<file path="src/rtl/de1_bt656_pkg.sv">
// Shared constants, state encoding and XY protection helper for the BT.656 decoder.
package de1_bt656_pkg;

    localparam logic [7:0] TRS_FF = 8'hFF;
    localparam logic [7:0] TRS_00 = 8'h00;

    localparam int unsigned F_BIT = 6;
    localparam int unsigned V_BIT = 5;
    localparam int unsigned H_BIT = 4;

    typedef enum logic [2:0] {
        SEARCH,
        DATA,
        FF1,
        Z1,
        Z2
    } state_t;

    function automatic logic [3:0] xy_prot(input logic f, input logic v, input logic h);
        return {v ^ h, f ^ h, f ^ v, f ^ v ^ h};
    endfunction

endpackage

</file>
<file path="src/rtl/de1_bt656_xy_check.sv">
// Splits a BT.656 XY byte into F/V/H and validates its protection nibble.
module de1_bt656_xy_check
    import de1_bt656_pkg::*;
(
    input  logic [7:0] i_xy,
    output logic       o_f_c,
    output logic       o_v_c,
    output logic       o_h_c,
    output logic       o_code_ok_c
);

    assign o_f_c       = i_xy[F_BIT];
    assign o_v_c       = i_xy[V_BIT];
    assign o_h_c       = i_xy[H_BIT];
    // Detection only; a corrupted code is rejected, never repaired.
    assign o_code_ok_c = i_xy[7] && (i_xy[3:0] == xy_prot(o_f_c, o_v_c, o_h_c));

endmodule

</file>
<file path="src/rtl/de1_bt656_decoder.sv">
// BT.656 byte-stream decoder: finds EAV/SAV, tracks line/field/lock, emits Y/C pixels.
module de1_bt656_decoder
    import de1_bt656_pkg::*;
#(
    parameter int unsigned ACTIVE_WIDTH = 720,
    parameter int unsigned LOCK_LINES   = 4,
    parameter int unsigned ERR_W        = 8
) (
    input  logic             clk,
    input  logic             reset,
    input  logic             td_valid,
    input  logic [7:0]       td_data,
    input  logic             err_clear,
    output logic             pixel_valid,
    output logic [7:0]       pixel_y,
    output logic [7:0]       pixel_c,
    output logic [10:0]      pixel_x,
    output logic [9:0]       line,
    output logic             field,
    output logic             sol,
    output logic             sof,
    output logic             in_vblank,
    output logic             locked,
    output logic [ERR_W-1:0] err_count
);

    localparam int unsigned X_W    = 11;
    localparam int unsigned LINE_W = 10;
    localparam int unsigned GOOD_W = $clog2(LOCK_LINES + 1);

    localparam logic [X_W-1:0]    X_FULL    = X_W'(ACTIVE_WIDTH);
    localparam logic [X_W-1:0]    X_MAX     = '1;
    localparam logic [LINE_W-1:0] LINE_MAX  = '1;
    localparam logic [GOOD_W-1:0] GOOD_FULL = GOOD_W'(LOCK_LINES);
    localparam logic [ERR_W-1:0]  ERR_MAX   = '1;

    state_t              r_state;
    state_t              r_prior;
    logic                r_active;
    logic [1:0]          r_phase;
    logic [7:0]          r_chroma;
    logic [X_W-1:0]      r_xcnt;
    logic                r_sol_arm;
    logic                r_sof_arm;
    logic                r_seen;
    logic                r_prev_v;
    logic                r_prev_f;
    logic [GOOD_W-1:0]   r_good;

    logic                w_f;
    logic                w_v;
    logic                w_h;
    logic                w_code_ok;
    logic                w_len_ok;
    logic                w_err;
    logic [GOOD_W-1:0]   w_good_nxt;

    de1_bt656_xy_check u_xy_check (
        .i_xy        (td_data),
        .o_f_c       (w_f),
        .o_v_c       (w_v),
        .o_h_c       (w_h),
        .o_code_ok_c (w_code_ok)
    );

    assign w_len_ok   = (r_xcnt == X_FULL);
    assign w_good_nxt = (r_good == GOOD_FULL) ? r_good : r_good + GOOD_W'(1);
    // Broken preamble, bad protection, or an active line of the wrong length.
    assign w_err = td_valid &&
                   ((((r_state == FF1) || (r_state == Z1)) && (td_data != TRS_00)) ||
                    ((r_state == Z2) && (!w_code_ok || (w_h && r_active && !w_len_ok))));

    // Byte FSM, line/field tracking and pixel output.
    always_ff @(posedge clk) begin
        if (reset) begin
            r_state     <= SEARCH;
            r_prior     <= SEARCH;
            r_active    <= 1'b0;
            r_phase     <= '0;
            r_chroma    <= '0;
            r_xcnt      <= '0;
            r_sol_arm   <= 1'b0;
            r_sof_arm   <= 1'b0;
            r_seen      <= 1'b0;
            r_prev_v    <= 1'b0;
            r_prev_f    <= 1'b0;
            r_good      <= '0;
            pixel_valid <= 1'b0;
            pixel_y     <= '0;
            pixel_c     <= '0;
            pixel_x     <= '0;
            line        <= '0;
            field       <= 1'b0;
            sol         <= 1'b0;
            sof         <= 1'b0;
            in_vblank   <= 1'b0;
            locked      <= 1'b0;
        end else begin
            pixel_valid <= 1'b0;
            sol         <= 1'b0;
            sof         <= 1'b0;
            if (td_valid) begin
                case (r_state)
                    SEARCH, DATA: begin
                        if (td_data == TRS_FF) begin
                            r_prior <= r_state;
                            r_state <= FF1;
                        end else if ((r_state == DATA) && r_active) begin
                            r_phase <= r_phase + 2'd1;
                            if (!r_phase[0]) begin
                                r_chroma <= td_data;
                            end else begin
                                pixel_valid <= 1'b1;
                                pixel_y     <= td_data;
                                pixel_c     <= r_chroma;
                                pixel_x     <= r_xcnt;
                                sol         <= r_sol_arm;
                                sof         <= r_sof_arm;
                                r_sol_arm   <= 1'b0;
                                r_sof_arm   <= 1'b0;
                                if (r_xcnt != X_MAX) begin
                                    r_xcnt <= r_xcnt + X_W'(1);
                                end
                            end
                        end
                    end
                    FF1: r_state <= (td_data == TRS_00) ? Z1 : r_prior;
                    Z1:  r_state <= (td_data == TRS_00) ? Z2 : r_prior;
                    Z2: begin
                        r_state <= DATA;
                        if (!w_code_ok) begin
                            r_active <= 1'b0;
                            locked   <= 1'b0;
                            r_good   <= '0;
                        end else begin
                            r_seen    <= 1'b1;
                            r_prev_v  <= w_v;
                            r_prev_f  <= w_f;
                            in_vblank <= w_v;
                            if (!w_h) begin
                                field    <= w_f;
                                r_xcnt   <= '0;
                                r_phase  <= '0;
                                r_active <= !w_v;
                                if (!w_v) begin
                                    r_sol_arm <= 1'b1;
                                    // First active line after blanking or a field flip.
                                    if (!r_seen || r_prev_v || (w_f != r_prev_f)) begin
                                        line      <= '0;
                                        r_sof_arm <= 1'b1;
                                    end
                                end
                            end else begin
                                r_active <= 1'b0;
                                if (r_active) begin
                                    if (line != LINE_MAX) begin
                                        line <= line + LINE_W'(1);
                                    end
                                    if (w_len_ok) begin
                                        r_good <= w_good_nxt;
                                        locked <= (w_good_nxt == GOOD_FULL);
                                    end else begin
                                        r_good <= '0;
                                        locked <= 1'b0;
                                    end
                                end
                            end
                        end
                    end
                    default: r_state <= SEARCH;
                endcase
            end
        end
    end

    // Saturating error counter; a clear coinciding with an error leaves one.
    always_ff @(posedge clk) begin
        if (reset) begin
            err_count <= '0;
        end else if (err_clear) begin
            err_count <= w_err ? ERR_W'(1) : '0;
        end else if (w_err && (err_count != ERR_MAX)) begin
            err_count <= err_count + ERR_W'(1);
        end
    end

endmodule

</file>
<file path="config.mk">
export PLATFORM = sky130hd
export DESIGN_NAME = de1_bt656_decoder
export DESIGN_NICKNAME = d
export VERILOG_FILES = /design/src/rtl/de1_bt656_pkg.sv /design/src/rtl/de1_bt656_xy_check.sv /design/src/rtl/de1_bt656_decoder.sv
export SDC_FILE = /design/constraint.sdc
export NUM_CORES = 1
export LEC_CHECK = 0
export ABC_AREA = 1
export CAP_MARGIN = 5
export CORE_UTILIZATION = 54
export DETAILED_ROUTE_END_ITERATION = 12
export HOLD_SLACK_MARGIN = 0.03
export PLACE_DENSITY_LB_ADDON = 0.08
export REMOVE_ABC_BUFFERS = 1
export SLEW_MARGIN = 20
export SYNTH_ARGS = -nofsm -noshare
export SYNTH_HDL_FRONTEND = slang
export SYNTH_HIERARCHICAL = 1
export SYNTH_SLANG_ARGS = --single-unit
export TNS_END_PERCENT = 50
</file>
<file path="constraint.sdc">
create_clock -name clk -period 1.9 [get_ports clk]
set_input_delay 0.475 -clock clk [delete_from_list [all_inputs] [get_ports clk]]
set_output_delay 0.475 -clock clk [all_outputs]
set_load 0.05 [all_outputs]
</file>
floorplan.png
Bar = 20 µm. Pins as bars on the die edge.
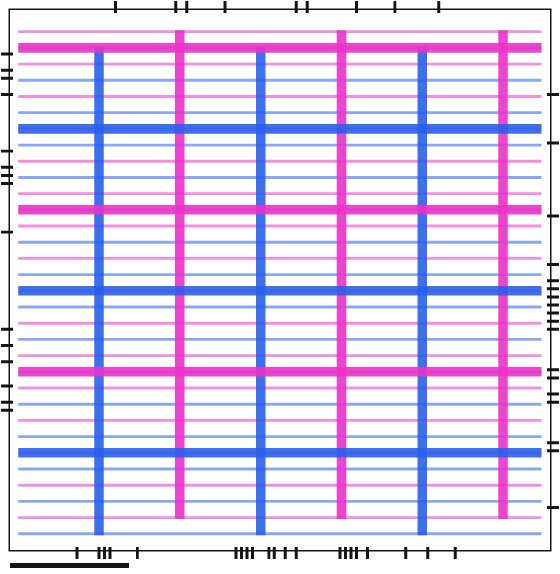
Magenta is VDD. Blue is VSS.
6 straps on met4. 63 signal pins sit on the boundary. 6 straps on met5. 32 met1 rails follow the rows.

class_map.png
Bar = 20 µm.
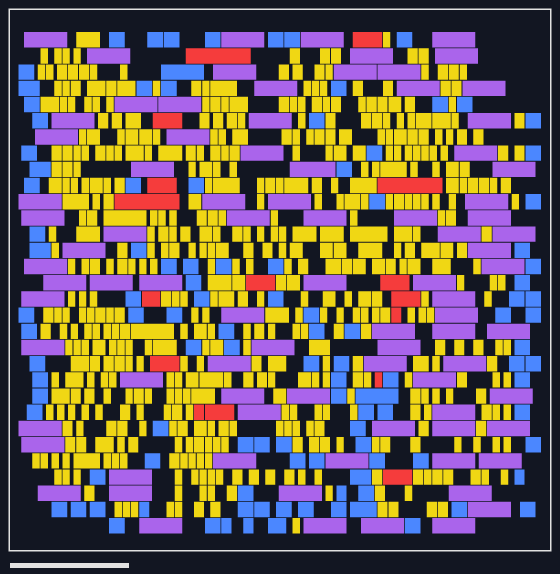
Red is clock drivers and dummy loads, cells 16. Yellow is remaining logic cells, cells 515. Purple is registers, cells 85. Blue is remaining buffers and delay cells, cells 110.

==> metrics.csv <==
metric,value,unit
ys_cells,618,
fp-row-count,31,
cts_hold_buf,0,
avgSynthCellArea,6.87,µm²
clk_latency,0.36,ns
grt_antenna_before_repair,0,
ir_drop,0.546,mV
die_h,90.7,µm
crit_family,simple AND/OR/NAND/NOR gates,
wl_per_cell,12.7,µm
route.met2.wl,5140,µm
met3_length,358,µm
finalNetCount,739,
drt_iter0_markers,235,
syn_area,4250,µm²
setup_viol_count_final,0,
hold_ws,0.443,ns
power_density,652,nW/µm²
ys_sh_simple,0.330,
grt_first_pass_wirelength,17200,µm
mux_share,0,
fin_util,0.731,
synthXorXnorAreaFrac,0.0268,
fmax,567,MHz
path_clk_slew,0.09,ns
path_common_cell,inv_1,
critPathMaxFanout,7,
cts_max_path_buffers,2,
cpPeakStageDelay,0.27,ns
cts_setup_buffers,0,
grt_pass1_vias,3964,
status,finished clean,
cts_sinks,85,
cts-root-buf,clkbuf_8,
leakage,2.37,nW
io_pins,63,
synth.top_cell.area_share,0.401,
syn_inst,618,
path_cells,clkdlybuf4s15_1 > inv_1 > nand3_1 > nand2_1 > inv_1 > nand2_2 > nor2_4 > inv_1 > nor2_1 > nor2_2 > nand2_2 > nand2_4 > nand2_8 > nand2_1 > o21ai_1 > inv_1 > nor2_1,
syn2layout_area_growth,27.6,%
fin_ws,0.136,ns
crit_buf_inv,5,
skew,0.0123,ns
met1_length,4780,µm
via_per_inst,5.25,
crit_type,in -> reg,
largest_area_cell,dfxtp_1,
p_total,3.53,mW
final_layout_size_suffix_gt1_frac,0.225,
first_pass_iters,5,
grt_max_degree,40,
crit_required,2.20,ns
hpwl,7500,µm
ys_seq_frac,0.401,
place_ws,-0.697,ns
drc_errors,0,
track_usage,0.257,
dieArea,8220,µm²
ys_warn_count,6,
top_layer,met4,
metal layers:
layer  vias to the layer above  global-route usage
met5                         -                   0
met1                      2016               0.316
li1                       2192                   -
met2                       110               0.440
met3                        17              0.0354
met4                         0               0.122
flip-flops by register name, summed over array words and instances, names as in the netlist, 3 cells and up:
signal and cells:
r_prior 3, pixel_x 11, r_good 3, r_xcnt 11
r_state 3, r_chroma 8, err_count 8, pixel_y 8
line 10, pixel_c 8
kinds of logic after synthesis:
kind of cell,count (synthesis)
AOI/OAI and AO/OA,113
xor gates and xnor gates,13
adders and majority gates,6
DFF,85
and+or+nand+nor,310
buffers and inverters,91
synthesized netlist by cell type (all sizes together):
cell	count
clkbuf	10
nand4	14
and2	1
o21a	1
o21ai	47
dfxtp	85
inv	70
nor2	102
and3	1
a21oi	62
xor2	10
ha	6
o21bai	2
nand3b	3
nand2	142
clkinv	2
buf	9
or2	1
a211oi	1
nor3	13
xnor2	3
nand3	33
cell type report:
class | count | area [µm²]
Clock inverter | 6 | 109
Clock buffer | 10 | 128
Fill cell | 619 | 1990
Multi-Input combinational cell | 443 | 2220
Inverter | 72 | 280
Sequential cell | 85 | 1700
Tap cell | 99 | 124
Timing Repair Buffer | 110 | 855
worst reg2reg max path, cell delays in order (launching register included):
cell and delay [ns]:
dfxtp_1 0.34, inv_1 0.12, ha_1 0.16, nand2_1 0.05, nor3_1 0.14, buf_4 0.15, nand3_1 0.12, nand2_2 0.11
nand2_4 0.11, nand2_8 0.11, nand2_1 0.05, o21ai_1 0.07, inv_1 0.06, nor2_1 0.11
stage by stage:
stage	std cells	cell area [µm²]
5_1_grt	825	5420
4_1_cts	824	5380
3_5_place_dp	808	5150
6_report	825	5420
2_1_floorplan	599	4150
3_3_place_gp	808	5150
cells in the final DEF, fill, tap and decap left out, types with 9 or more instances in the layout:
cell type  instances
nand3_1           31
nor2_1            90
clkbuf_8           9
nand2_1          126
nor3_1            13
a21oi_1           61
nand2_2            9
o21ai_0           34
dfxtp_1           84
nand4_1           14
inv_1             61
xor2_1            10
o21ai_1           13
buf_4             97
where the power goes:
| group | leakage, nW | switching [mW] | internal [mW] | total [mW] |
|---|---|---|---|---|
| Combinational | 1.57 | 0.131 | 0.0809 | 0.212 |
| Sequential | 0.685 | 0.00301 | 1.78 | 1.78 |
| Clock | 0.121 | 0.661 | 0.874 | 1.54 |
| Total | 2.37 | 0.795 | 2.74 | 3.53 |
worst paths after layout:
check | from | endpoint | cells past startpoint
worst min-delay path | r_sol_arm | sol | 2
worst min register to register | r_sol_arm | sol | 2
worst max-delay path | td_data[2] | err_count[7] | 17
worst max register to register | r_xcnt[1] | err_count[7] | 13
timing repair:
action,4_1_cts,5_1_grt
gates resized,11,26
gates cloned,0,1
endpoints found under the setup margin,46,35
pin swaps,1,8
Power figures rest on the tool's default switching activity, not on a simulated workload.
